$ cat src/rtl/alu_cmd_sequencer.sv
// Byte-stream command front end: collects a 6-byte frame, issues one ALU operation,
// and returns the 16-bit result low byte first (or ERR_BYTE) over a ready/valid TX port.
module alu_cmd_sequencer #(
   parameter int          OP_WIDTH  = 16,
   parameter logic [7:0]  SYNC_BYTE = 8'hCC,
   parameter logic [7:0]  ERR_BYTE  = 8'hEE,
   parameter int          TIMEOUT   = 15
) (
   input  logic                CLK,
   input  logic                RST,
   input  logic [7:0]          RX_P_DATA,
   input  logic                RX_D_VLD,
   output logic [OP_WIDTH-1:0] ALU_OP_A,
   output logic [OP_WIDTH-1:0] ALU_OP_B,
   output logic [3:0]          ALU_FUN,
   output logic                ALU_EN,
   input  logic [OP_WIDTH-1:0] ALU_OUT,
   input  logic                ALU_OUT_VLD,
   output logic [7:0]          TX_P_DATA,
   output logic                TX_D_VLD,
   input  logic                TX_READY,
   output logic                BUSY
);

   localparam int CW = $clog2(TIMEOUT + 1);

   typedef enum logic [3:0] {
      IDLE, RX_FUN, RX_A0, RX_A1, RX_B0, RX_B1,
      ISSUE, WAIT_RES, TX_LO, TX_HI, TX_ERR
   } state_t;

   state_t              state, state_nxt;
   logic [CW-1:0]       cnt;
   logic [OP_WIDTH-1:0] result;

   always_ff @(posedge CLK or negedge RST) begin
      if (!RST) state <= IDLE;
      else      state <= state_nxt;
   end

   always_comb begin
      state_nxt = state;
      unique case (state)
         IDLE:     if (RX_D_VLD && RX_P_DATA == SYNC_BYTE) state_nxt = RX_FUN;
         RX_FUN:   if (RX_D_VLD) state_nxt = (RX_P_DATA[7:4] != 4'h0) ? TX_ERR : RX_A0;
         RX_A0:    if (RX_D_VLD) state_nxt = RX_A1;
         RX_A1:    if (RX_D_VLD) state_nxt = RX_B0;
         RX_B0:    if (RX_D_VLD) state_nxt = RX_B1;
         RX_B1:    if (RX_D_VLD) state_nxt = ISSUE;
         ISSUE:    state_nxt = WAIT_RES;
         // cnt lags the cycle index after ALU_EN by one, so a flag on cycle TIMEOUT still wins
         WAIT_RES: begin
            if (ALU_OUT_VLD)                     state_nxt = TX_LO;
            else if (cnt == CW'(TIMEOUT - 1))    state_nxt = TX_ERR;
         end
         TX_LO:    if (TX_READY) state_nxt = TX_HI;
         TX_HI:    if (TX_READY) state_nxt = IDLE;
         TX_ERR:   if (TX_READY) state_nxt = IDLE;
         default:  state_nxt = IDLE;
      endcase
   end

   always_ff @(posedge CLK or negedge RST) begin
      if (!RST) begin
         ALU_OP_A <= '0;
         ALU_OP_B <= '0;
         ALU_FUN  <= '0;
         result   <= '0;
         cnt      <= '0;
      end else begin
         unique case (state)
            RX_FUN:   if (RX_D_VLD && RX_P_DATA[7:4] == 4'h0) ALU_FUN <= RX_P_DATA[3:0];
            RX_A0:    if (RX_D_VLD) ALU_OP_A[7:0]          <= RX_P_DATA;
            RX_A1:    if (RX_D_VLD) ALU_OP_A[OP_WIDTH-1:8] <= RX_P_DATA;
            RX_B0:    if (RX_D_VLD) ALU_OP_B[7:0]          <= RX_P_DATA;
            RX_B1:    if (RX_D_VLD) ALU_OP_B[OP_WIDTH-1:8] <= RX_P_DATA;
            ISSUE:    cnt <= '0;
            WAIT_RES: begin
               if (ALU_OUT_VLD) result <= ALU_OUT;
               else             cnt    <= cnt + CW'(1);
            end
            default: ;
         endcase
      end
   end

   always_comb begin
      ALU_EN    = (state == ISSUE);
      BUSY      = (state != IDLE);
      TX_D_VLD  = 1'b0;
      TX_P_DATA = '0;
      unique case (state)
         TX_LO:  begin TX_D_VLD = 1'b1; TX_P_DATA = result[7:0];          end
         TX_HI:  begin TX_D_VLD = 1'b1; TX_P_DATA = result[OP_WIDTH-1:8]; end
         TX_ERR: begin TX_D_VLD = 1'b1; TX_P_DATA = ERR_BYTE;             end
         default: ;
      endcase
   end

endmodule

$ cat config.mk
export PLATFORM = sky130hd
export DESIGN_NAME = alu_cmd_sequencer
export DESIGN_NICKNAME = d
export VERILOG_FILES = /design/src/rtl/alu_cmd_sequencer.sv
export SDC_FILE = /design/constraint.sdc
export NUM_CORES = 1
export LEC_CHECK = 0
export ABC_CLOCK_PERIOD_IN_PS = 4010
export CORE_MARGIN = 3
export CORE_UTILIZATION = 45
export CTS_CLUSTER_DIAMETER = 200
export DETAILED_ROUTE_END_ITERATION = 8
export PLACE_DENSITY = 0.85
export SETUP_SLACK_MARGIN = 0.2
export SLEW_MARGIN = 20
export SYNTH_ARGS = -nofsm -noshare
export SYNTH_HDL_FRONTEND = slang
export SYNTH_SLANG_ARGS = --single-unit
$ cat constraint.sdc
create_clock -name CLK -period 4.01 [get_ports CLK]
set_input_delay 0.802 -clock CLK [delete_from_list [all_inputs] [get_ports CLK]]
set_output_delay 0.802 -clock CLK [all_outputs]
set_load 0.05 [all_outputs]
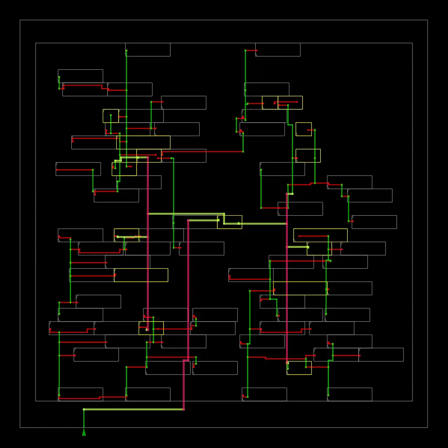
run_1/clocks.png
clk sinks: 60
clk pwr: 0.735 mW

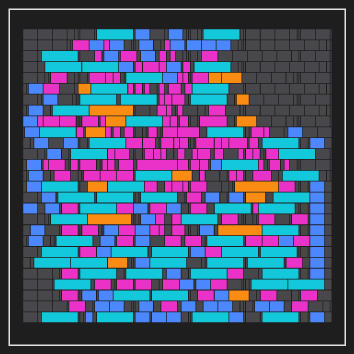
run_1/placement_by_type.png
(4 px per um) Fill, decap, tap and diode cells in grey.
cyan -> flops  # cells 60
magenta -> combinational and other logic  # cells 142
blue -> other buffers and delay cells  # cells 76
orange -> clock drivers and dummy loads  # cells 16
Final Instance Area: 3776 um^2
Rows: 27
core area: 5675 um^2
final core area utilization: 66.53%
fraction of area in registers: 39.76%

==> reports/metrics.cfg, run 1 <==
[timing]
hold_viol_final = 0
finalSetupViolations = 0
drv_slew = 0
max_freq_mhz = 298.3
slew_headroom_pct = 52.90
clock_skew_ns = 0.009075
finalCritPeriodShare_pct = 83.61
rsz0062_at_grt = false

[worst_setup_path]
r2r_slack_ns = 1.81
rr_endpoint = state[0]
startpoint_type = flop
endpoint = TX_P_DATA[7]
path_cells = or2_2 > o21ai_0 > nor2_1 > clkdlybuf4s50_1
crit_fanout = 22
end_kind = primary output
crit_buf_inv = 1
r2r_cells = 4

[route]
finalWirelength_mm = 6.153
routed-wl-met2_mm = 3.124
dr.max_layer_used = met4
wl_per_cell_um = 16.81
route.detailed.drc = 0
wl_met3_um = 220
dr.pass1.iters = 4

[yosys]
async_flop_share_pct = 100.0
ys_sh_mux_pct = 22.76
fa_ha_area_share_pct = 0.9234
synth_cells = 212
yosysChipArea_um2 = 2710
ys_seq_elements = 60
logic_family = multiplexers
aoi_share_pct = 6.325
synth-simple-area-share_pct = 10.80
yosysWarnings = 0
syn_area_um2 = 2710

[cts]
root_buffer = clkbuf_8
cts_buffer_depth = 2
htreeDepth = 3
clk_latency_ns = 0.34
cts_resized = 0
tritoncts = done
path_clk_slew_ns = 0.08

[grt]
grt_pass1_wl_mm = 10.05
grt_max_degree = 32
grt_pass1_vias = 1951
antenna_found_initial = 0

[floorplanning]
fp_util_pct = 47.75

[cells_and_area]
sh_comb_area_pct = 29.75
n_all_buffers = 76
flops = 60
layout_top_cells = 74 x clkdlybuf4s50_1, 60 x dfrtp_1, 52 x mux2_2
diodes = 0
nMultiInputCombCells = 132
lay_top_count = clkdlybuf4s50_1

[power_and_ir_drop]
p_leak_nw = 1.613
pwr_density_cell_nw_per_um2 = 956.3

[worst_hold_path]
min-delay-path-class = in -> async

[flow_run]
warning_count = 27

[placement]
dp_hpwl_mm = 4.411
gp_congestion = 0.7802
dpl_cell_area_um2 = 3506

[run_status]
outcome = complete, no violations

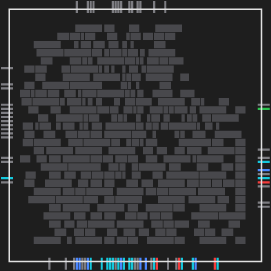
run_1/io_placement.png
(3 px per um) Pins as bars across the die edge, other pins in grey.
green -> ALU_OUT_VLD  # pins 1, direction input, edge east
cyan -> ALU_OP_A  # pins 16, direction output, edge 13 south, 2 east, 1 west
blue -> RX_P_DATA  # pins 8, direction input, edge 7 south, 1 east
red -> ALU_FUN  # pins 4, direction output, edge 3 south, 1 east
Die X: 83.61 um
die height: 83.61 um
Buffers on Ports: 75

-- run 1: per-stage QoR --
stage / setup slack, ns / instances / util (%) / hold slack [ns]
after floorplan: 1.210 / 212 / - / 0.4739
after global placement: 1.107 / 350 / 61.77 / 0.4859
after detailed placement: 1.048 / 350 / 61.77 / 0.4891
after CTS: 0.6651 / 366 / 66.53 / 0.4948
after global routing: 0.4925 / 366 / 66.53 / 0.5143
final: 0.6571 / 366 / 66.53 / 0.4805
-- run 1: synth_stat cells (2+ instances only) --
cell type	n	area share, %
o21ai_0	16	3.0
nor3b_1	2	0.55
mux2_2	52	22
nand2_1	4	0.55
o2bb2ai_1	2	0.65
or2_2	2	0.46
inv_1	10	1.4
nand3_1	3	0.55
a21oi_1	2	0.37
nor2_1	13	1.8
ha_1	2	0.92
nand2b_1	2	0.46
clkbuf_1	4	0.55
xnor2_1	2	0.65
a31oi_1	2	0.46
dfrtp_1	60	55
mux2i_1	2	0.74
buf_2	5	0.92
nor3_1	5	0.92
-- run 1: report_power, final --
part / total, mW / switching (mW) / internal [mW]
logic: 1.76 / 1.07 / 0.694
registers: 1.11 / 0.229 / 0.885
clock network: 0.735 / 0.254 / 0.481
-- run 1: sequential cells by signal, indices dropped and copies added, names as in the netlist --
| signal | count |
|---|---|
| ALU_FUN | 4 |
| ALU_OP_A | 16 |
| ALU_OP_B | 16 |
| cnt | 4 |
| result | 16 |
| state | 4 |
-- run 1: layer usage --
layer  vias to the layer above  track usage (%)
met1                       948            22.71
met5                         -                0
li1                        913                -
met3                        12            4.245
met2                        46            30.51
met4                         0            10.09
==> run 2: changes to the inputs <==
ABC_CLOCK_PERIOD_IN_PS = 3300   (was 4010)
clock period = 3.3 ns   (was 4.01 ns; I/O delays follow)
==> reports/metrics.cfg, run 2 <==
[run_status]
outcome = complete, no violations

[cells_and_area]
top_regs = ALU_OP_A: 16 flops, ALU_OP_B: 16 flops, result: 16 flops
diodes = 0

[power_and_ir_drop]
power_frac_comb_pct = 53.0
clkPwrFrac_pct = 15.8
pwr_density_cell_nw_per_um2 = 1116
seq_power_share_pct = 31.1
power.internal_mw = 2.327
p_sw_mw = 1.837

[yosys]
logic_family = multiplexers
syn_area_um2 = 2710
ys_seq_elements = 60
yosysWarnings = 0
async_flop_share_pct = 100.0
synth_top_cell_by_area = dfrtp_1
fa_ha_area_share_pct = 0.9234
yosys.area.top_type_share_pct = 55.40
synth.top_cells.by_count = 60 x dfrtp_1, 52 x mux2_2, 16 x o21ai_0
synth-simple-area-share_pct = 10.80

[floorplanning]
die_h_um = 83.61
fp_util_pct = 47.75
die_w_um = 83.61
num_rows = 27

[cts]
path_clk_slew_ns = 0.06
cts_buffer_depth = 2
cts_resized = 0
root_buffer = clkbuf_8

[placement]
dp_hpwl_mm = 4.321
gp_congestion = 0.7875
io_buffers = 75
dpl_cell_area_um2 = 3521

[route]
wl_per_cell_um = 16.63
route.detailed.drc = 0
finalWirelength_mm = 6.119
dr.pass1.iters = 4

[grt]
grt_pass1_wl_mm = 10.07
grt_max_degree = 47

[timing]
worst_slack_ns = 0.4150
drv_slew = 0
max_freq_mhz = 346.6
slew_headroom_pct = 51.17
finalCritPeriodShare_pct = 87.42

[worst_setup_path]
end_kind = primary output

## run 2: cell counts after synthesis
Identical to the previous run, type by type.
## run 2: area by class of cell
| class | instances | area [um^2] |
|---|---|---|
| fillers | 458 | 1946 |
| flip-flops and latches | 60 | 1501 |
| multi-input cells | 132 | 1124 |
| repair buffers | 78 | 780.7 |
| clock buffers | 15 | 166.4 |
| well taps | 72 | 90.09 |
| inverters | 10 | 37.54 |
| clock inverters | 1 | 30.03 |
## run 2: worst paths after layout
check	from	end	slack [ns]	cells past startpoint
max	state[2]	TX_P_DATA[7]	0.41	3
max reg2reg	state[1]	state[0]	1.26	5
max in group asynchronous	RST	ALU_OP_A[14]	2.35	2
min in group CLK	result[3]	result[3]	0.50	1
min reg2reg	result[3]	result[3]	0.50	1
min	RST	ALU_OP_A[15]	0.32	1
## run 2: kinds of logic after synthesis
family,count (synthesis)
buffers and inverters,20
AND-OR/OR-AND,27
adder cells (fa/ha/maj),2
XOR/XNOR,2
multiplexers,55
flip-flops,60
AND/OR/NAND/NOR,46
## run 2: worst max-delay path, stage by stage, from the launching register on
cell,delay [ns]
dfrtp_1,0.50
nand2b_1,0.37
nor2_1,0.20
clkdlybuf4s50_1,0.82
## run 2: per-layer routing
metal  global-route usage [%]  share of wire, %
met3                    4.442               3.9
met2                    31.09                51
met1                    22.52                43
met4                    7.895               1.9
met5                        0                 0
## run 2: power by group through the flow
| stage | clock [mW] | combinational [mW] | sequential [mW] |
|---|---|---|---|
| after floorplan | 0 | 0.833 | 1.98 |
| after global placement | 0 | 2.18 | 1.29 |
| after detailed placement | 0 | 2.22 | 1.31 |
| after CTS | 0.674 | 2.23 | 1.30 |
| after global routing | 0.708 | 2.33 | 1.34 |
| final | 0.660 | 2.21 | 1.30 |
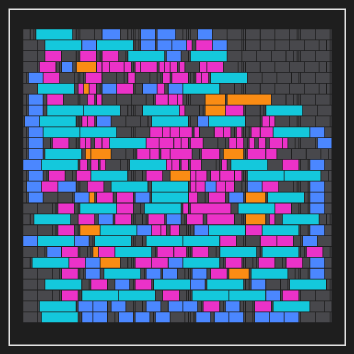
run_2/placement_by_type.png
(4 px per um) Fill, decap, tap and diode cells in grey.
magenta -> combinational and other logic  # cells 142
cyan -> flops  # cells 60
orange -> clock drivers and dummy loads  # cells 16
blue -> other buffers and delay cells  # cells 78
final core area utilization: 65.72%
Final Instance Area: 3730 um^2
fraction of area in registers: 40.25%

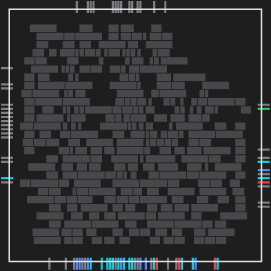
run_2/io_placement.png
(3 px per um) Pins as bars across the die edge, other pins in grey.
green -> ALU_OUT_VLD  # pins 1, direction input, edge east
blue -> RX_P_DATA  # pins 8, direction input, edge 7 south, 1 east
red -> ALU_FUN  # pins 4, direction output, edge 3 south, 1 east
cyan -> ALU_OP_A  # pins 16, direction output, edge 13 south, 2 east, 1 west

No activity file was given, so power comes from the tool's default toggle rates.
